`config.mk`:
```
export PLATFORM = sky130hd
export DESIGN_NAME = dom_and_xor_array
export DESIGN_NICKNAME = d
export VERILOG_FILES = /design/src/rtl/dom_and_xor_array.sv
export SDC_FILE = /design/constraint.sdc
export NUM_CORES = 1
export LEC_CHECK = 0
export CORE_AREA = 2 2 69 71
export CTS_CLUSTER_DIAMETER = 40
export DETAILED_ROUTE_END_ITERATION = 6
export DIE_AREA = 0 0 71 73
export GPL_TIMING_DRIVEN = 0
export PLACE_DENSITY = 0.78
export SYNTH_ARGS = -nofsm -noshare
export SYNTH_HDL_FRONTEND = slang
export SYNTH_SLANG_ARGS = --single-unit
```
`constraint.sdc`:
```
create_clock -name clk -period 1.7 [get_ports clk]
set_input_delay 0.34 -clock clk [delete_from_list [all_inputs] [get_ports clk]]
set_output_delay 0.34 -clock clk [all_outputs]
set_load 0.01 [all_outputs]
```
`src/rtl/dom_and_xor_array.sv`:
```
`default_nettype none
// ============================================================================
// Module   : dom_and_xor_array
// Purpose  : Pipelined d-th order DOM masked AND-XOR layer, y = x0 ^ (x1' & x2)
// Revision : 1.0
// ============================================================================
module dom_and_xor_array #(
  parameter int WIDTH  = 8,
  parameter int SHARES = 2,
  parameter bit INV_X1 = 1'b1,
  localparam int RND_W = WIDTH * SHARES * (SHARES - 1) / 2
) (
  input  logic                      clk,
  input  logic                      rst,
  input  logic [SHARES*WIDTH-1:0]   x0,
  input  logic [SHARES*WIDTH-1:0]   x1,
  input  logic [SHARES*WIDTH-1:0]   x2,
  input  logic                      in_valid,
  output logic                      in_ready,
  input  logic [RND_W-1:0]          rnd,
  input  logic                      rnd_valid,
  output logic                      rnd_ready,
  output logic [SHARES*WIDTH-1:0]   y,
  output logic                      out_valid,
  input  logic                      out_ready
);

  localparam int NTERMS = SHARES * SHARES;

  typedef enum logic [0:0] {
    EMPTY = 1'b0,
    FULL  = 1'b1
  } state_e;

  // Lexicographic index of the unordered share pair {a,b}, a != b.
  function automatic int pair_idx(input int a, input int b);
    int lo;
    int hi;
    lo = (a < b) ? a : b;
    hi = (a < b) ? b : a;
    return lo * SHARES - (lo * (lo + 1)) / 2 + (hi - lo - 1);
  endfunction

  state_e           state_q;
  logic [WIDTH-1:0] x1_eff [SHARES];
  logic [WIDTH-1:0] term_d [NTERMS];
  logic [WIDTH-1:0] term_q [NTERMS];
  logic [WIDTH-1:0] comp   [SHARES];
  logic             fire;

  assign out_valid = (state_q == FULL);
  assign in_ready  = (state_q == EMPTY) | out_ready;
  assign rnd_ready = in_valid & in_ready;
  assign fire      = in_valid & rnd_valid & in_ready;

  for (genvar s = 0; s < SHARES; s++) begin : g_x1
    if ((s == 0) && INV_X1) begin : g_inv
      assign x1_eff[s] = ~x1[s*WIDTH +: WIDTH];
    end else begin : g_pass
      assign x1_eff[s] = x1[s*WIDTH +: WIDTH];
    end
  end

  // Every term touches share i of x1 and share j of x2 only; mixing is deferred
  // until after the term registers so no glitch can combine two domains.
  for (genvar i = 0; i < SHARES; i++) begin : g_row
    for (genvar j = 0; j < SHARES; j++) begin : g_col
      if (i == j) begin : g_inner
        assign term_d[i*SHARES+j] = (x1_eff[i] & x2[j*WIDTH +: WIDTH]) ^ x0[i*WIDTH +: WIDTH];
      end else begin : g_cross
        localparam int P = pair_idx(i, j);
        assign term_d[i*SHARES+j] = (x1_eff[i] & x2[j*WIDTH +: WIDTH]) ^ rnd[P*WIDTH +: WIDTH];
      end
    end
  end

  always_ff @(posedge clk) begin
    if (rst) begin
      state_q <= EMPTY;
      for (int k = 0; k < NTERMS; k++) begin
        term_q[k] <= '0;
      end
    end else if (fire) begin
      state_q <= FULL;
      for (int k = 0; k < NTERMS; k++) begin
        term_q[k] <= term_d[k];
      end
    end else if (out_ready) begin
      state_q <= EMPTY;
    end
  end

  for (genvar i = 0; i < SHARES; i++) begin : g_comp
    always_comb begin
      comp[i] = '0;
      for (int j = 0; j < SHARES; j++) begin
        comp[i] = comp[i] ^ term_q[i*SHARES+j];
      end
    end
    assign y[i*WIDTH +: WIDTH] = comp[i];
  end

endmodule
`default_nettype wire

```
run_1/congestion.png
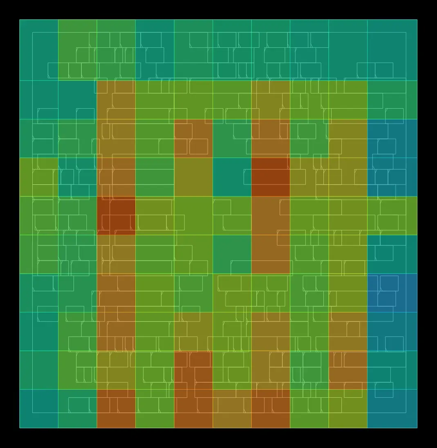
final cell utilization of the core: 60.4%
Global Route met3 Usage: 2.35%
Avg WL per Cell: 11.4 um

run_1/detail.png
Region (20, 36) to (50, 66) um. Cells in gray, sequential cells in the stronger gray; small squares are vias.
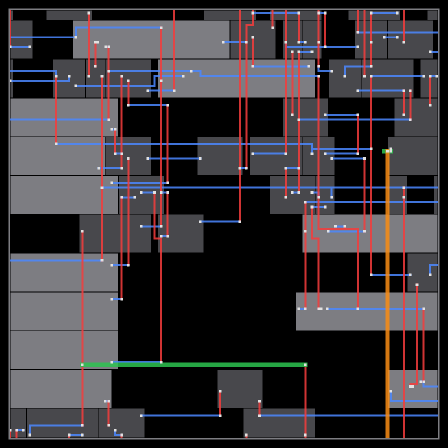
Key: metal 1 = blue; metal 3 = green; metal 4 = orange; metal 2 = red
Netlist names of flops here include `term_q` (11). Sequential cells in the window: 11. 41 logic cells have their middle in the window. Most frequent: edfxtp_1 (11), xor2_1 (7).

run_1/wires.png
Drawn at 4 px/um. Only two layers are drawn.
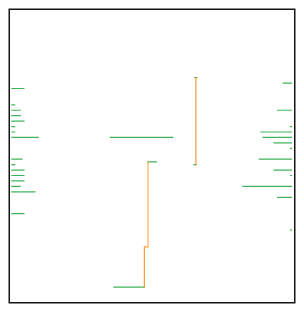
Key: metal 3 = green [wire length 121 um]; metal 4 = orange [wire length 54.0 um]

run_1/layer_met1.png
Drawn at 4 px/um. Supply wires on this layer in gray.
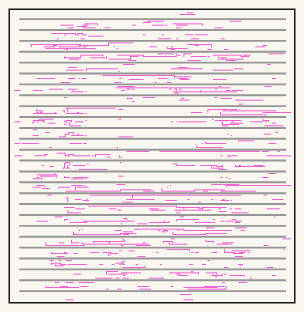
269 nets have wire on it. The layer carries 1320 um of wire.
count of vias placed by the detailed router: 1302
global-route track usage on met1: 15.5%
detailed-route wire length: 3360 um

[run 1: path summary, 6_finish.rpt]
path                  endpoint  cells after the start
setup reg to reg  term_q[0][8]                      5
hold / removal       out_valid                      2
setup / recovery     rnd_ready                      4
hold reg to reg      out_valid                      2
[run 1: metrics by stage]
stage / setup TNS (ns) / utilization (%)
final: 0 / 60.4
after global routing: 0 / 60.4
after CTS: 0 / 60.2
after detailed placement: -14.22 / 58.7
after global placement: -12.25 / 58.7
after floorplan: 0 / -
[run 1: sequential cells by signal (all words and copies together), names as in the netlist]
register   flops
term_q        32
out_valid      1
[run 1: layout make-up]
type	count	area [um^2]	area share, %
plain buffers	4	48.8	1.78
repair buffers	79	777	28.4
multi-input cells	118	785	28.6
well taps	54	67.6	2.47
flip-flops and latches	33	981	35.8
clock buffers	8	80.1	2.92
[run 1: kinds of logic after synthesis]
family	count (synthesis)	share of synthesized area, %
AND-OR/OR-AND	2	0.762
AND/OR/NAND/NOR	68	18.9
buffers and inverters	4	2.70
XOR/XNOR	48	23.3
flip-flops	33	54.3
[run 1: timing repair]
| action | 4_1_cts | 5_1_grt |
|---|---|---|
| buffers inserted | 0 | 0 |
| gates resized | 17 | 3 |
| pin swaps | 0 | 0 |
| setup endpoints to repair | 48 | 3 |
| cloned | 0 | 0 |
| hold buffers | 0 | 0 |
[run 1: critical path: stages]
cell and delay, ns:
sky130_fd_sc_hd__clkdlybuf4s50_1 0.40, sky130_fd_sc_hd__nand2b_4 0.16, sky130_fd_sc_hd__and2_2 0.19, sky130_fd_sc_hd__clkdlybuf4s15_1 0.22
[run 1: report_power, final]
group / leakage (nW) / internal (mW) / switching [mW]
Combinational: 0.712 / 0.262 / 0.172
Clock: 0.0395 / 0.290 / 0.251
Sequential: 0.354 / 0.949 / 0.0210
Total: 1.11 / 1.50 / 0.443
==> run summary, run 1 <==
Results of the implementation run.

Clock latency on the worst-skew pair, taken at its later pin, is 0.27 ns. In the layout the commonest cells are 61 x sky130_fd_sc_hd__clkdlybuf4s50_1, 32 x sky130_fd_sc_hd__xor2_1, 32 x sky130_fd_sc_hd__edfxtp_1. The run finished with clean final reports.

Setup repair after global routing left no endpoint under its margin. met2 track demand over resource after global routing is roughly a quarter. Along the worst path, the maximum fanout reaches 5. The starting utilization of the core area is between 30% and 40%. After floorplanning, the core was divided into 25 placement rows.

The final-stage net count came out at roughly 300. The count of state elements after synthesis came out at 33. The data required time at the worst endpoint is approximately 1.4 ns.

The overall routing resource usage is between 10 and 15%. The largest net degree at the start of global routing came out at 33. The final antenna diode tally reported by the flow is 0.

Per the OpenROAD floorplan log, the width of the die is 71 um. The register-to-register path setup slack is 0.35 ns. The mapped cell area is between 0.0015 and 0.002 mm^2.

Looking at area per cell type in the netlist, the leader is sky130_fd_sc_hd__edfxtp_1. The cell area power density is slightly above 700 mW/mm^2. Per the run summary, max-cap violations total 0.

The tightest min-delay check is of the flip-flop to flip-flop type. STA lists the startpoint of the worst hold path as out_valid. The global-route wire length before repair is roughly 5600 um. The largest clock skew in the final design came out at between 0.002 and 0.003 ns. The design area came out at about 0.0027 mm^2. OpenSTA, run right after detailed placement, puts the worst setup slack at -0.309 ns. The routability-driven placement congestion ratio is 0.677. The tally of nets with antenna violations remaining after routing came out at 0.

TritonCTS built the clock tree. The floorplan step set the die height to approximately 73 um. The fraction of layout instances using a drive strength above 1 came out at around a tenth. The synthesized area per cell came out at about 12 um^2. met2 is the most crowded layer. The share of flip-flops with an asynchronous set or reset after synthesis came out at 0%.

Per the synthesis report, the number of distinct cell types is 15. The count of boundary I/O pins came out at 80. The achievable frequency came out at 608 MHz. The number of setup violations in the final report is 0. In the synthesized netlist, the number of instances is about 160. The number of placed instances, taps included came out at 288.

The maximum level of the CTS H-tree is 2. The floorplan net count came out at around 220. The worst setup path is captured at an output pin. The sequential share of the synthesized area came out at between 50% and 60%.

By count the netlist is led by 32 x sky130_fd_sc_hd__edfxtp_1, 32 x sky130_fd_sc_hd__xor2_1, 21 x sky130_fd_sc_hd__nor2_1, 17 x sky130_fd_sc_hd__nand2_1. The total chip power is 1.94 mW. The synthesis log from Yosys contains 0 warnings. In the per-layer summary, the met1 wirelength comes to 1320 um. The cell area reported after detailed placement is between 0.002 and 0.003 mm^2.

On the reported timing paths, the clock transition at the registers reads about 0.06 ns. The arrival time of data at the critical path endpoint came out at between 1 and 1.5 ns. CTS reports a maximum clock tree buffer depth of 2. The first routing iteration left 35 violations.

The share of the clock period used by the worst path came out at a little over nine tenths. The cell leakage power is ~1.1 nW. The core region area is between 0.004 and 0.005 mm^2. The synthesis report lists the most area-consuming cells as sky130_fd_sc_hd__edfxtp_1 53%, sky130_fd_sc_hd__xor2_1 16%, sky130_fd_sc_hd__xnor2_1 7.8%, sky130_fd_sc_hd__nor2b_1 5.5%, sky130_fd_sc_hd__nor2_1 4.4%. The relative max-transition margin is 71.4%. The TritonCTS buffer count came out at 5. The per-cell via count in the routed design came out at between 4 and 5. The post-route minimum period came out at ~1.6 ns. The final HPWL from detailed placement came out at between 2000 and 3000 um.

In this run the worst setup path begins at out_ready. The startpoint of the most critical register-to-register path is out_valid. The met2 layer wire length in the routed design is approximately 1900 um. The most critical hold endpoint after final layout shows a slack of about 0.53 ns.

The slack of the critical path is around 0.056 ns. The stage-log warning count came out at 26. The detailed-routing iteration count for the pre-antenna-repair pass came out at 4. The number of filler instances in the final layout came out at between 300 and 400. The top routing layer in use is met4.

The maximum resistive drop on vdd came out at between 0.0003 and 0.0004 V. The worst-margin pin slew is approximately 0.43 ns. The total overflow reported by the global router came out at 0.

Post-synth the commonest register cell is sky130_fd_sc_hd__edfxtp_1. The finished layout holds between 200 and 300 standard cells, fillers aside. During placement, the flow inserted port buffers numbering just under 80. The final timing report lists a max-slew violation count of 0.

Per the CTS log, the root buffer master is sky130_fd_sc_hd__clkbuf_8. After detailed routing, the number of remaining DRC violations is 0. The setup path with the least slack is of type input pin to output pin. The area growth from synthesis to layout came out at 51.7%. The cell count in the Yosys report is approximately 160. The number of clock sinks came out at 33. The most common logic cell in the final layout is sky130_fd_sc_hd__clkdlybuf4s50_1.

The length of routed met3 wiring is ~120 um. The via count of the first global-routing pass came out at roughly 1300. The overall chip area came out at about 0.0052 mm^2. The number of failing hold endpoints at the final stage is 0. The number of antenna violations at the first check in global routing is 0. The area recorded from the Yosys report for this design is around 0.0018 mm^2. The launching element type of the critical path is an input pin. Per the synthesis report, the single largest cell type by area occupies a little over half of cell area.

The number of enable-type register cells in the synthesized netlist came out at 32.
run_1/logic_types.png
Drawn at 6 px/um.
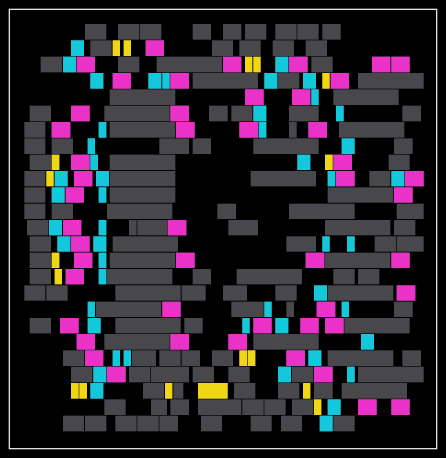

--- run 2 (diff from run 1) ---
--- a/config.mk
+++ b/config.mk
@@ -5,12 +5,12 @@
 export SDC_FILE = /design/constraint.sdc
 export NUM_CORES = 1
 export LEC_CHECK = 0
-export CORE_AREA = 2 2 69 71
+export CORE_AREA = 2 2 67 69
 export CTS_CLUSTER_DIAMETER = 40
 export DETAILED_ROUTE_END_ITERATION = 6
-export DIE_AREA = 0 0 71 73
+export DIE_AREA = 0 0 69 71
+export DONT_BUFFER_PORTS = 1
 export GPL_TIMING_DRIVEN = 0
-export PLACE_DENSITY = 0.78
 export SYNTH_ARGS = -nofsm -noshare
 export SYNTH_HDL_FRONTEND = slang
 export SYNTH_SLANG_ARGS = --single-unit
run_2/logic_types.png
Drawn at 6 px/um.
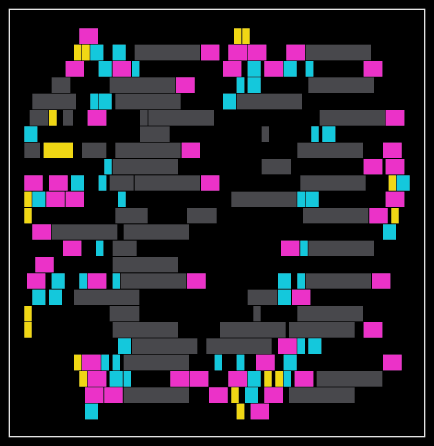
Key: nor cells = cyan [cells 48]; xor and xnor cells = magenta [cells 48, where all over the die]; nand cells = yellow [cells 18, where all over the die]

run_2/wires.png
Drawn at 6 px/um. Only two layers are drawn.
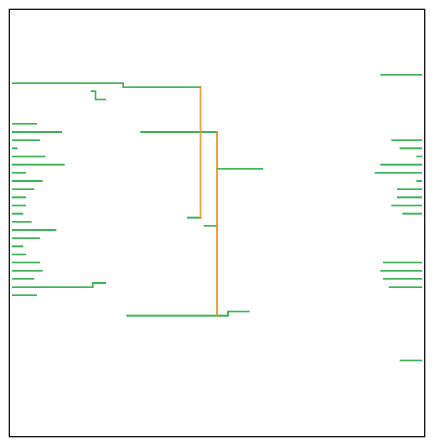
Key: metal 3 = green [wire length 253 um]; metal 4 = orange [wire length 52.4 um]
detailed-route wire length: 3070 um
Avg WL per Cell: 14.3 um
global routing usage summed across all routing layers: 13.7%
count of vias placed by the detailed router: 1048

==> run summary, run 2 <==
Results of the implementation run.

The flow ran to the end, and the final reports show no timing, DRC or antenna violations. The sequential share of the synthesized area came out at between 50% and 60%. Once layout is done, the placed cells without fillers occupy just under 0.002 mm^2. The number of setup violations in the final report came out at 0. The violation count after the first detailed-routing iteration came out at roughly 57. The synthesized area per cell is around 12 um^2. The maximum resistive drop on vdd came out at 0.000430 V.

The slowest stage of the critical path is the sky130_fd_sc_hd__a31o_2 cell. The cell area reported after detailed placement came out at around 0.0019 mm^2. The flow measured a signed area growth from synthesis to layout of 8.04%. The starting utilization of the core area is 42.9%. The met1 track utilization from global routing is between 10% and 20%. The number of clock sinks is 33. The fraction of post-synthesis cell area in the top cell type by area is 53.2%. The via count of the first global-routing pass came to 1130.

The final tally of max-slew violations is 0. The largest buffer count on any clock path came out at 2. STA puts the critical path data arrival time at 1.46 ns. The antenna cell count came out at 0.

The per-cell via count in the routed design came out at a little under 5. The data required time at the worst endpoint came out at around 1.6 ns. STA classifies the critical path endpoint as a flip-flop.

The fraction of layout instances using a drive strength above 1 is 14.1%. Summed over all nets, the half-perimeter wirelength after detailed placement is 2350 um. Entering global routing, the biggest net connects 33 pins. The overall chip area is 0.00490 mm^2. STA classifies the critical path startpoint as a flip-flop. Synthesis handed over a netlist of 155 instances.

Looking at area per cell type in the netlist, the leader is sky130_fd_sc_hd__edfxtp_1. In the setup report, the worst path falls into the class flip-flop to flip-flop. Global routing consumed, on the met3 layer, 6.13% of the routing resources. The largest register by flop count is term_q. The worst-path maximum fanout came out at 32. The warning count from the yosys run is 0.

The count of state elements after synthesis is 33. The post-CTS setup repair buffer count came out at 0. The global-route wire length before repair came out at 5040 um. After synthesis, the design contains approximately 160 cells according to Yosys. Per the slew report, the remaining headroom to the max-slew limit stands at 47.1%. For reference, the critical path cell chain is nand2b_4 > a31o_2. Setup repair after global routing left no endpoint under its margin.

Before any placement, the netlist area is recorded as approximately 0.0018 mm^2. Per the OpenROAD floorplan log, the area of the core is roughly 0.0042 mm^2. The later pin in the worst-skew pair is clocked with a latency of about 0.27 ns. The number of enable-type register cells in the synthesized netlist is 32. Counting every net in the synthesized netlist gives around 220. The number of antenna violations at the first check in global routing came to 0. TritonCTS built the clock tree.

80 I/O pins were placed. The setup TNS came out at 0 ns. Ranked by total cell area, the synthesized netlist is headed by sky130_fd_sc_hd__edfxtp_1 53%, sky130_fd_sc_hd__xor2_1 16%, sky130_fd_sc_hd__xnor2_1 7.8%, sky130_fd_sc_hd__nor2b_1 5.5%, sky130_fd_sc_hd__nor2_1 4.4%.

The type of the worst min-delay path is input pin to flip-flop. For this run, the slowest stage of the critical path takes roughly 0.68 ns. After synthesis, the most frequently instantiated cells are 32 x sky130_fd_sc_hd__edfxtp_1, 32 x sky130_fd_sc_hd__xor2_1, 21 x sky130_fd_sc_hd__nor2_1, 17 x sky130_fd_sc_hd__nand2_1. The flip-flop count of the largest register, all copies and words added is 32. The count of input and output buffers came out at 0. After synthesis, the chip area reported by Yosys is between 0.0015 and 0.002 mm^2. The hold buffer count at cts came out at 0. The achievable frequency is roughly 640 MHz.

The final-stage net count came out at 223. The reported max-cap violation count came out at 0. After detailed routing, the number of remaining DRC violations is 0. The share of flip-flops with an asynchronous set or reset after synthesis is 0%. The total overflow reported by the global router is 0. The unique cell type count in the Yosys netlist is 15. Per the GRT log, the top usage layer is met2. The routability-driven placement congestion ratio is 0.790.

The post-route minimum period came out at between 1.5 and 2 ns. Nets still carrying antenna violations after routing amount to 0. The script extracted a total leakage power of 0.744 nW. Per the cell usage report, the commonest logic cells after layout are 32 x sky130_fd_sc_hd__xor2_1, 32 x sky130_fd_sc_hd__edfxtp_1, 21 x sky130_fd_sc_hd__nor2_1. The TritonCTS buffer count is 5.

The share of the clock period used by the worst path came out at between 90% and 100%. The largest clock skew in the final design is 0.00253 ns. In this run the power density over the cells is roughly 890 mW/mm^2. The die height is just over 70 um. The die outline width came out at 69 um. OpenROAD emitted warnings numbering 26. Global routing used ~25% of the available met2 tracks. The total buffers and inverters traversed by the critical path came out at 0. The dominant register cell in the synthesized netlist is sky130_fd_sc_hd__edfxtp_1. The kind of cell with the highest combined delay along the critical path is AND-OR/OR-AND gates. The registers of the reported paths see a clock transition of approximately 0.060 ns. The buffer type at the clock tree root is sky130_fd_sc_hd__clkbuf_8.

The pin closest to its max-slew limit shows a slew of around 0.79 ns. The number of resized instances in the post-cts repair step came out at 0. The number of cell rows came out at 24. Per the final timing report, the hold violations number 0. The H-tree was split into 2 levels.

The iteration count recorded for the first detailed-route pass is 4.
## run 2: cell counts after synthesis
Identical to the previous run, type by type.
## run 2: cells by family (layout without fill, tap and decap cells)
group                     after synthesis  after routing  share of synthesized area, %
and+or+nand+nor                        68             68                          18.9
buffers and inverters                   4             12                          2.70
AOI/OAI and AO/OA                       2              2                         0.762
xor gates and xnor gates               48             48                          23.3
DFF                                    33             33                          54.3
## run 2: power by group
group | internal, mW | switching, mW | total (mW)
logic | 0.0938 | 0.127 | 0.221
registers | 0.949 | 0.0211 | 0.970
clock network | 0.290 | 0.248 | 0.539
## run 2: layout make-up
type,instances,area [um^2]
flip-flops and latches,33,981
fillers,405,2250
plain buffers,4,48.8
multi-input cells,118,776
well taps,52,65.1
clock buffers,8,80.1
## run 2: routing by layer
| layer | vias up | wire length (um) |
|---|---|---|
| met3 | 6 | 252 |
| met5 | - | 0 |
| met1 | 483 | 1080 |
| li1 | 511 | - |
| met4 | 0 | 52 |
| met2 | 48 | 1680 |
## run 2: stage by stage
step / hold WS (ns) / power [mW] / setup WS [ns] / utilization, % / std cells
2_1_floorplan: 0.409 / 1.18 / 0.304 / - / 155
6_report: 0.129 / 1.73 / 0.143 / 46.4 / 215
4_1_cts: 0.120 / 1.75 / 0.105 / 46.4 / 215
5_1_grt: 0.119 / 1.82 / 0.0469 / 46.4 / 215
3_5_place_dp: 0.412 / 1.21 / 0.123 / 44.5 / 207
3_3_place_gp: 0.411 / 1.21 / 0.160 / 44.5 / 207
## run 2: final timing paths
kind / startpoint / to / slack (ns) / cells past startpoint
worst min register to register: out_valid / out_valid / 0.59 / 2
worst min-delay path: rst / out_valid / 0.13 / 1
worst max register to register: out_valid / term_q[0][10] / 0.14 / 2
worst max-delay path: out_valid / term_q[0][10] / 0.14 / 2
run_2/congestion.png
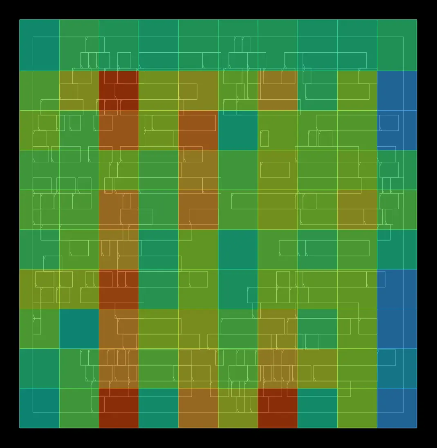

--- run 3 (diff from run 2) ---
--- a/config.mk
+++ b/config.mk
@@ -5,10 +5,10 @@
 export SDC_FILE = /design/constraint.sdc
 export NUM_CORES = 1
 export LEC_CHECK = 0
-export CORE_AREA = 2 2 67 69
+export CORE_AREA = 2 2 90 92
 export CTS_CLUSTER_DIAMETER = 40
 export DETAILED_ROUTE_END_ITERATION = 6
-export DIE_AREA = 0 0 69 71
+export DIE_AREA = 0 0 92 94
 export DONT_BUFFER_PORTS = 1
 export GPL_TIMING_DRIVEN = 0
 export SYNTH_ARGS = -nofsm -noshare
run_3/congestion.png
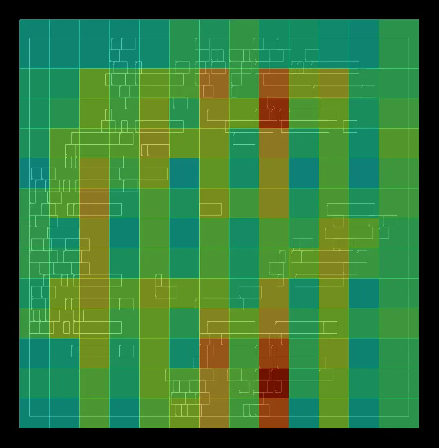
global-route track usage on met1: 8.91%
final cell utilization of the core: 26.5%

==> run summary, run 3 <==
Results of the implementation run.

The flow ran to the end, and the final reports show no timing, DRC or antenna violations. The slack of the critical path came out at around 0.3 ns. Yosys mapped the design onto 15 distinct sky130hd cell types.

The data required time at the worst endpoint came out at about 1.8 ns. Summed over all instances, the cell type with the most area after synthesis is sky130_fd_sc_hd__edfxtp_1. According to the report, the first pass of detailed routing completed in 3 iterations.

The instance tally after logic synthesis is ~160. According to the finish report, the design has a final net count of 223. The main area contributors are sky130_fd_sc_hd__edfxtp_1 53%, sky130_fd_sc_hd__xor2_1 16%, sky130_fd_sc_hd__xnor2_1 7.8%, sky130_fd_sc_hd__nor2b_1 5.5%, sky130_fd_sc_hd__nor2_1 4.4%. The cell count in the Yosys report came out at approximately 160. The TritonCTS buffer count came out at 5.

The area taken by sequential standard cells is reported as approximately 980 um^2. The core region area is about 0.0076 mm^2. The synthesized area per cell came out at 11.6 um^2. The number of resized instances in the post-cts repair step is 0.

The worst setup path is captured at a flip-flop. Setup repair after global routing left no endpoint under its margin. The later-pin clock latency in the skew report is about 0.28 ns. The antenna cell count came out at 0. The maximum resistive drop on vdd came out at about 0.00022 V. The clock input transition at the sequential cells of the worst setup and hold paths came out at about 0.060 ns.

The floorplan net count is 216. The mapped cell area is ~0.0018 mm^2. The register with the most flip-flops in the layout has 32 of them. The stage-log warning count came out at 26. The warning count from the yosys run is 0.

In the synthesized netlist the dominant register cell turns out to be sky130_fd_sc_hd__edfxtp_1. Entering global routing, the biggest net connects 33 pins. STA reports a reg2reg setup slack of 0.30 ns. The hold buffer count at cts came out at 0. The post-CTS setup repair buffer count is 0. The overall routing resource usage is roughly 8.2%.

The type of the worst min-delay path is input pin to flip-flop. The most numerous cell on the critical path is sky130_fd_sc_hd__buf_6. Data on the critical path arrives at its endpoint at 1.53 ns.

The share of flip-flops with an asynchronous set or reset after synthesis came out at 0%. The number of antenna violations at the first check in global routing came out at 0. The maximum level of the CTS H-tree came out at 2. The startpoint identified for the worst hold timing path is rst. The report counts max-capacitance violations totalling 0. The number of clock sinks came out at 33.

After legalization and detailed placement, the total HPWL measured roughly 2600 um. The number of enable-type register cells in the synthesized netlist is 32. Measured in cells, the most critical reg-to-reg path has a length of 5. The final layout reports a setup TNS of 0 ns. STA lists the maximum fanout along the critical path as 10.

The final tally of max-slew violations is 0. Post-synthesis, Yosys gives the total cell area as roughly 0.0018 mm^2. The violation count after the first detailed-routing iteration came out at 26. Ranked by flip-flop count, first place goes to term_q. Leaving out fill and tap cells, the most frequent cells in the layout are 32 x sky130_fd_sc_hd__xor2_1, 32 x sky130_fd_sc_hd__edfxtp_1, 21 x sky130_fd_sc_hd__nor2_1. The via count of the first global-routing pass was slightly above 1000. Of the synthesized area, sequential elements account for 54.3%. For reference, the most critical setup path is categorized as flip-flop to flip-flop.

The clock passes through at most 2 buffers. Static timing analysis puts the maximum clock frequency at between 700 and 800 MHz. The routability-driven placement congestion ratio is between 0.6 and 0.7. The per-cell via count in the routed design came out at 3.86.

The count of boundary I/O pins came out at around 80. The number of placed instances, taps included came out at about 260. The average wire length per cell after detail routing came out at around 13 um. The share of the clock period used by the worst path is 82.2%.

The cell leakage power is 0.746 nW. The synthesis run shows the most used standard cells to be 32 x sky130_fd_sc_hd__edfxtp_1, 32 x sky130_fd_sc_hd__xor2_1, 21 x sky130_fd_sc_hd__nor2_1, 17 x sky130_fd_sc_hd__nand2_1. The number of setup violations in the final report is 0. Compared with the post-synthesis result, the final layout area differs by 11.8%. In this run the clock root is driven by a sky130_fd_sc_hd__clkbuf_8. STA lists the startpoint of the worst register-to-register path as out_valid. The count of state elements after synthesis came out at 33. The fraction of post-synthesis cell area in the top cell type by area came out at a little over half.

The capture point of the worst register-to-register path is recorded as term_q[0][22]. The overall via count from detail_route is approximately 1000. The fraction of layout instances using a drive strength above 1 came out at around 14%.

The starting utilization of the core area came out at a little under a quarter. On the final layout, the worst hold slack is 0.122 ns. The critical path's largest stage delay is around 0.36 ns. The overall chip area is around 0.0086 mm^2.

The die outline width came out at between 90 and 100 um. The total wirelength of the detailed-routed design is between 3000 and 4000 um. The post-route minimum period is between 1 and 1.5 ns.

Looking at the max-slew report, the worst-margin pin has a slew of between 0.4 and 0.5 ns. In the final report, the number of hold violations comes to 0. The number of filler instances in the final layout is 822. The number of non-filler instances in the completed layout came out at 264. The number of cell rows is 32. Per STA, the worst path is made up of nand2b_4 > or3b_1 > buf_6 > buf_6 > nor2_1.
run_3/detail.png
Region (31, 51) to (61, 81) um. Cells in gray, sequential cells in the stronger gray; small squares are vias.
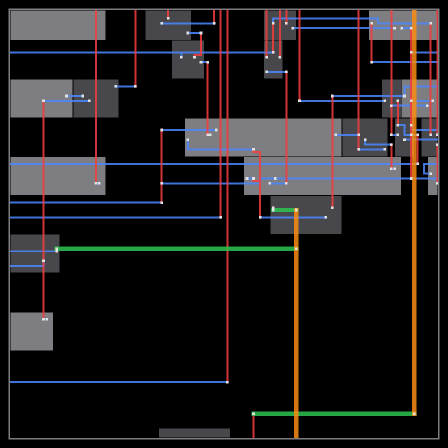
Key: metal 3 = green; metal 1 = blue; metal 2 = red; metal 4 = orange
Netlist names of flops here include `term_q` (4). 15 logic cells have their middle in the window. Sequential cells in the window: 4. Most frequent: edfxtp_1 (4), nor2_1 (3), nor2_2 (3).

-- run 3: cell counts after synthesis --
Identical to the previous run, type by type.
-- run 3: cell families after synthesis --
group	count (synthesis)	synth area share, %
buffers and inverters	4	2.70
DFF	33	54.3
and+or+nand+nor	68	18.9
xor gates and xnor gates	48	23.3
AOI/OAI and AO/OA	2	0.762
-- run 3: final cells by class --
type / instances / area share (%)
clock buffers: 6 / 3.60
well taps: 102 / 6.32
multi-input cells: 118 / 38.9
plain buffers: 4 / 2.42
flip-flops and latches: 33 / 48.6
clock inverters: 1 / 0.186
-- run 3: how the worst max path moves through the flow --
stage / from / cells after the start / end / slack, ns
2_1_floorplan: out_ready / 2 / term_q[0][0] / 0.30
3_3_place_gp: out_ready / 2 / term_q[0][0] / 0.12
3_5_place_dp: out_ready / 2 / term_q[0][9] / 0.09
4_1_cts: out_valid / 2 / term_q[0][3] / 0.08
5_1_grt: out_valid / 5 / term_q[0][9] / 0.22
6_report: out_valid / 5 / term_q[0][22] / 0.30
-- run 3: metal layers --
metal,vias up,share of wire [%],global-route usage [%]
met5,-,0,0
met4,0,3.5,4.73
met3,10,6.7,2.73
met2,44,51,14.0
met1,452,39,8.91
li1,512,-,-
-- run 3: metrics by stage --
stage                     power, mW  area (um^2)
final                          1.73         2020
after global placement         1.22         1930
after detailed placement       1.22         1930
after floorplan                1.18         1810
after CTS                      1.77         2010
after global routing           1.82         2020
-- run 3: report_power, final --
part	total [mW]	switching (mW)	internal [mW]
Combinational	0.227	0.132	0.0953
Clock	0.536	0.260	0.276
Sequential	0.969	0.0207	0.948
Total	1.73	0.413	1.32
-- run 3: critical path: cells and delay by family (launching register included) --
kind / cells / cell delay (ns)
buffers and inverters: 2 / 0.28
AND/OR/NAND/NOR: 3 / 0.60
flip-flops: 1 / 0.36
Power figures rest on the tool's default switching activity, not on a simulated workload.
